===== src/rtl/ps2_cmd_pkg.sv =====
// Shared types and constants for the PS/2 command arbiter: FSM states,
// completion status codes and the mouse acknowledge bytes.
package ps2_cmd_pkg;

  typedef enum logic [2:0] {
    ST_IDLE,
    ST_SEND,
    ST_WAIT_SENT,
    ST_WAIT_ACK,
    ST_RESP
  } state_t;

  typedef enum logic [1:0] {
    STAT_OK      = 2'b00,
    STAT_ERR     = 2'b01,
    STAT_TIMEOUT = 2'b10,
    STAT_NAK     = 2'b11
  } status_t;

  localparam logic [7:0] PS2_ACK = 8'hFA;
  localparam logic [7:0] PS2_NAK = 8'hFE;
  localparam logic [7:0] PS2_ERR = 8'hFC;

endpackage


===== src/rtl/ps2_cmd_timeout.sv =====
// Clearable up-counter that stops at LIMIT and raises hit while it sits there.
// hit is an equality test, so it rises exactly LIMIT cycles after the clear.
module ps2_cmd_timeout import ps2_cmd_pkg::*; #(
  parameter int LIMIT = 5000000
) (
  input  logic clk,
  input  logic rst,
  input  logic clr,
  output logic hit
);

  localparam int W = $clog2(LIMIT + 1);

  logic [W-1:0] count;

  // NOTE: state registers use non-blocking assignments so every flop samples
  // the pre-edge values of its neighbours, independent of process order.
  always_ff @(posedge clk or posedge rst) begin
    if (rst)       count <= '0;
    else if (clr)  count <= '0;
    else if (!hit) count <= count + W'(1);
  end

  assign hit = (count == W'(LIMIT));

endmodule


===== src/rtl/ps2_cmd_arbiter.sv =====
// Shares one PS/2 transmitter/receiver pair between two command requesters,
// with NAK/timeout retry. Define ROUND_ROBIN_EN for round-robin arbitration.
module ps2_cmd_arbiter import ps2_cmd_pkg::*; #(
  parameter int TIMEOUT_CYCLES = 5000000,
  parameter int MAX_RETRY      = 2
) (
  input  logic       CLK,
  input  logic       RESET,
  input  logic [1:0] REQ,
  input  logic [7:0] CMD0,
  input  logic [7:0] CMD1,
  output logic [1:0] GNT,
  output logic [1:0] DONE,
  output logic [1:0] STATUS,
  output logic       SEND_BYTE,
  output logic [7:0] BYTE_TO_SEND,
  input  logic       BYTE_SENT,
  output logic       READ_ENABLE,
  input  logic [7:0] BYTE_READ,
  input  logic [1:0] BYTE_ERROR_CODE,
  input  logic       BYTE_READY,
  input  logic       STREAM_READ_ENABLE,
  output logic       STREAM_BYTE_READY
);

  localparam int RW = (MAX_RETRY > 0) ? $clog2(MAX_RETRY + 1) : 1;

  state_t        state, state_next;
  status_t       status_q, status_next;
  logic [RW-1:0] retries;
  logic          timer_clr, timer_hit;
  logic          grant, grant_idx, pick;
  logic          retry_path, retry_nak, retry_take;

  ps2_cmd_timeout #(.LIMIT(TIMEOUT_CYCLES)) u_timeout (
    .clk (CLK),
    .rst (RESET),
    .clr (timer_clr),
    .hit (timer_hit)
  );

`ifdef ROUND_ROBIN_EN
  logic last_served;
  // On a tie the requester that was not served last wins.
  assign pick = (REQ == 2'b11) ? ~last_served : REQ[1];
`else
  assign pick = ~REQ[0];
`endif

  assign timer_clr = (state == ST_SEND) || ((state == ST_WAIT_SENT) && BYTE_SENT);

  // NOTE: every signal driven here gets a default first, so no path through
  // the case can leave one unassigned and infer a latch.
  always_comb begin
    state_next  = state;
    status_next = status_q;
    grant       = 1'b0;
    grant_idx   = 1'b0;
    retry_path  = 1'b0;
    retry_nak   = 1'b0;
    case (state)
      ST_IDLE: begin
        if (|REQ) begin
          grant      = 1'b1;
          grant_idx  = pick;
          state_next = ST_SEND;
        end
      end
      ST_SEND: state_next = ST_WAIT_SENT;
      ST_WAIT_SENT: begin
        if (BYTE_SENT)      state_next = ST_WAIT_ACK;
        else if (timer_hit) retry_path = 1'b1;
      end
      ST_WAIT_ACK: begin
        if (BYTE_READY) begin
          if (BYTE_ERROR_CODE != 2'b00) begin
            state_next  = ST_RESP;
            status_next = STAT_ERR;
          end else if (BYTE_READ == PS2_ACK) begin
            state_next  = ST_RESP;
            status_next = STAT_OK;
          end else if (BYTE_READ == PS2_NAK) begin
            retry_path = 1'b1;
            retry_nak  = 1'b1;
          end else if (BYTE_READ == PS2_ERR) begin
            state_next  = ST_RESP;
            status_next = STAT_ERR;
          end else begin
            state_next  = ST_RESP;
            status_next = STAT_ERR;
          end
        end else if (timer_hit) begin
          retry_path = 1'b1;
        end
      end
      ST_RESP: state_next = ST_IDLE;
      default: state_next = ST_IDLE;
    endcase

    if (retry_path) begin
      if (retries < RW'(MAX_RETRY)) begin
        state_next = ST_SEND;
      end else begin
        state_next  = ST_RESP;
        status_next = retry_nak ? STAT_NAK : STAT_TIMEOUT;
      end
    end
  end

  assign retry_take = retry_path && (state_next == ST_SEND);

  always_ff @(posedge CLK or posedge RESET) begin
    if (RESET) begin
      state        <= ST_IDLE;
      status_q     <= STAT_OK;
      retries      <= '0;
      GNT          <= 2'b00;
      DONE         <= 2'b00;
      SEND_BYTE    <= 1'b0;
      BYTE_TO_SEND <= 8'h00;
`ifdef ROUND_ROBIN_EN
      last_served  <= 1'b1;
`endif
    end else begin
      state     <= state_next;
      SEND_BYTE <= (state_next == ST_SEND);
      // GNT is still held on the edge into RESP, so it names the finisher.
      DONE      <= (state_next == ST_RESP) ? GNT : 2'b00;
      if (state_next == ST_RESP) begin
        status_q <= status_next;
        GNT      <= 2'b00;
      end
      if (grant) begin
        GNT          <= grant_idx ? 2'b10 : 2'b01;
        BYTE_TO_SEND <= grant_idx ? CMD1 : CMD0;
        retries      <= '0;
`ifdef ROUND_ROBIN_EN
        last_served  <= grant_idx;
`endif
      end else if (retry_take) begin
        retries <= retries + RW'(1);
      end
    end
  end

  assign STATUS            = status_q;
  assign READ_ENABLE       = (state == ST_IDLE) ? STREAM_READ_ENABLE : (state == ST_WAIT_ACK);
  assign STREAM_BYTE_READY = (state == ST_IDLE) && BYTE_READY;

endmodule


===== config.mk =====
export PLATFORM = sky130hd
export DESIGN_NAME = ps2_cmd_arbiter
export DESIGN_NICKNAME = d
export VERILOG_FILES = /design/src/rtl/ps2_cmd_pkg.sv /design/src/rtl/ps2_cmd_timeout.sv /design/src/rtl/ps2_cmd_arbiter.sv
export SDC_FILE = /design/constraint.sdc
export NUM_CORES = 1
export LEC_CHECK = 0
export CAP_MARGIN = 20
export CORE_MARGIN = 2
export CORE_UTILIZATION = 54
export CTS_BUF_LIST = sky130_fd_sc_hd__clkbuf_16
export CTS_CLUSTER_DIAMETER = 120
export DETAILED_ROUTE_END_ITERATION = 8
export PLACE_DENSITY = 0.94
export RECOVER_POWER = 100
export SLEW_MARGIN = 20
export SYNTH_ARGS = -nofsm -noshare
export SYNTH_HDL_FRONTEND = slang
export SYNTH_SLANG_ARGS = --single-unit
export TNS_END_PERCENT = 20

===== constraint.sdc =====
create_clock -name CLK -period 4.65 [get_ports CLK]
set_input_delay 0.6975 -clock CLK [delete_from_list [all_inputs] [get_ports CLK]]
set_output_delay 0.6975 -clock CLK [all_outputs]
set_load 0.01 [all_outputs]

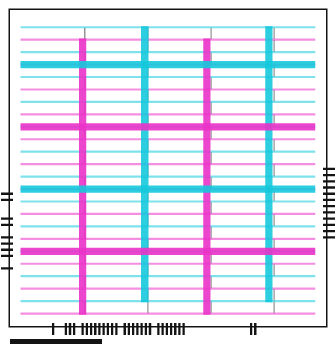
**Above:** PDN straps and rails.
Bar = 20 um. Pins as bars on the die edge. Tap cells in gray.
- VSS: magenta
- VDD: cyan
- tap cells: 50
- signal pins: 50

==> summary.txt <==
run results: worst vdd ir 0.3292 mV, port buffer count 49, top power group sequential cells, Comb pwr share 32.7%, ratio of cells with drive above 1 in the final layout around 6.0%, power density cells roughly 460 mW/mm^2, DR DRC count 0, largest net degree at the start of global routing about 44, worst r2r src u_timeout.count[0]$_DFFE_PP0P_, vias per inst between 6 and 7, antenna violations before repair 0, simple-gate share of the synthesized area between 20% and 30%, Comb. pwr about 0.00045 W, Worst Setup Start Kind input pin, Worst Skew between 5 and 6 ps, failing checks max-capacitance violations, max-slew violations, Worst Hold End BYTE_TO_SEND[1]$_DFFE_PP0P_, CTS sink count 43, first-pass GRT wire length around 9400 um, Core Area 0.004029 mm^2, CTS root buffer clkbuf_16, worst path arrival time approximately 3000 ps, final hold violations 0, crit path time final 3003 ps, TritonRoute pass-1 iters 4, Tcrit/Tclk final between 60% and 70%, status finished, violations left, Yosys reg bits between 40 and 50, area added between synthesis and finish 29.08%, largest register by flop count u_timeout.count, sequential power approximately 0.00053 W, die height approximately 69 um, Worst Reg-to-Reg Cells 7, H-tree depth 2, min-delay src BYTE_TO_SEND[1]$_DFFE_PP0P_, # IOs 50, cell internal pwr around 0.00090 W, syn_nets approximately 270, Hold Path Stages 2, Die Width between 60 and 70 um, routed wire length 5553 um, Critical path origin RESET, max_slew headroom -52.98%, # hold bufs at CTS 0, # Max-Cap Violations 1, ANT nets after route 0, R2R Path End state[0]$_DFF_PP0_, reg2reg setup slack 2140 ps, Pleak about 1.3 nW, RePlAce Congestion 0.8377, routed len/inst between 15 and 20 um, crit path to u_timeout.count[16]$_DFFE_PP0P_, crit-path max FO 43, Cell Area, Synth about 0.0023 mm^2, post-CTS sizing 0, Max Clock Freq about 330 MHz, met3 Use GR just over 6%, Hold Path Class reg2reg, largest registers u_timeout.count x23, BYTE_TO_SEND x8, state x3, Slew Viols, Final approximately 44, post-synth area from yosys stat between 0.002 and 0.0025 mm^2, CTS tree yes, Largest register FFs 23, Yosys Instances 235, Complex Gates by Area between 10% and 20%, buffer count from post-CTS setup fixing 0, Final setup viols 0, total track usage 24.60%, Clock Latency Late Sink just under 300 ps, MUX area fraction less than 1%, top_reg_cell synth dfrtp_1, worst hold slack between 400 and 500 ps, asr flop ratio synth 100.0%, fin cells between 300 and 400, Max clock buf depth 2
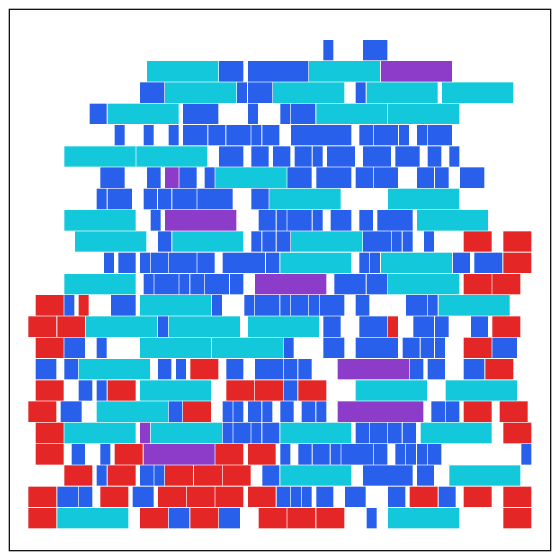
**Above:** cell classes on the final placement.
- remaining buffers and delay cells: red (cells 51)
- remaining logic cells: blue (cells 183)
- registers: cyan (cells 43)
- clock drivers and dummy loads: purple (cells 8)

==> area by class of cell <==
type	instances	area, um^2
flip-flops and latches	43	1076
fillers	277	1080
well taps	50	62.56
clock buffers	5	125.1
repair buffers	51	498.0
multi-input cells	180	1137
clock inverters	3	38.79
inverters	3	11.26
==> routing by layer <==
layer  part of all wire, %  wire length, um
met1                    41             2276
met2                    51             2858
met3                   5.7              317
met4                   1.8              100
met5                     0                0
==> synth_stat cells, types with 4 or more instances <==
cell type  number
a21oi_1         7
a22oi_1         7
or3_1           4
o21ai_1        13
nand4_1         6
clkbuf_1        7
dfrtp_1        43
nand2_1        25
xnor2_1         6
nor2_1         30
o21ai_0         4
xor2_1         13
nand3_1         9
and3_1          9
==> critical path: stages <==
cell	delay, ps
dlygate4sd3_1	530
inv_1	50
clkbuf_1	1630
Power and IR drop assume default switching activity.
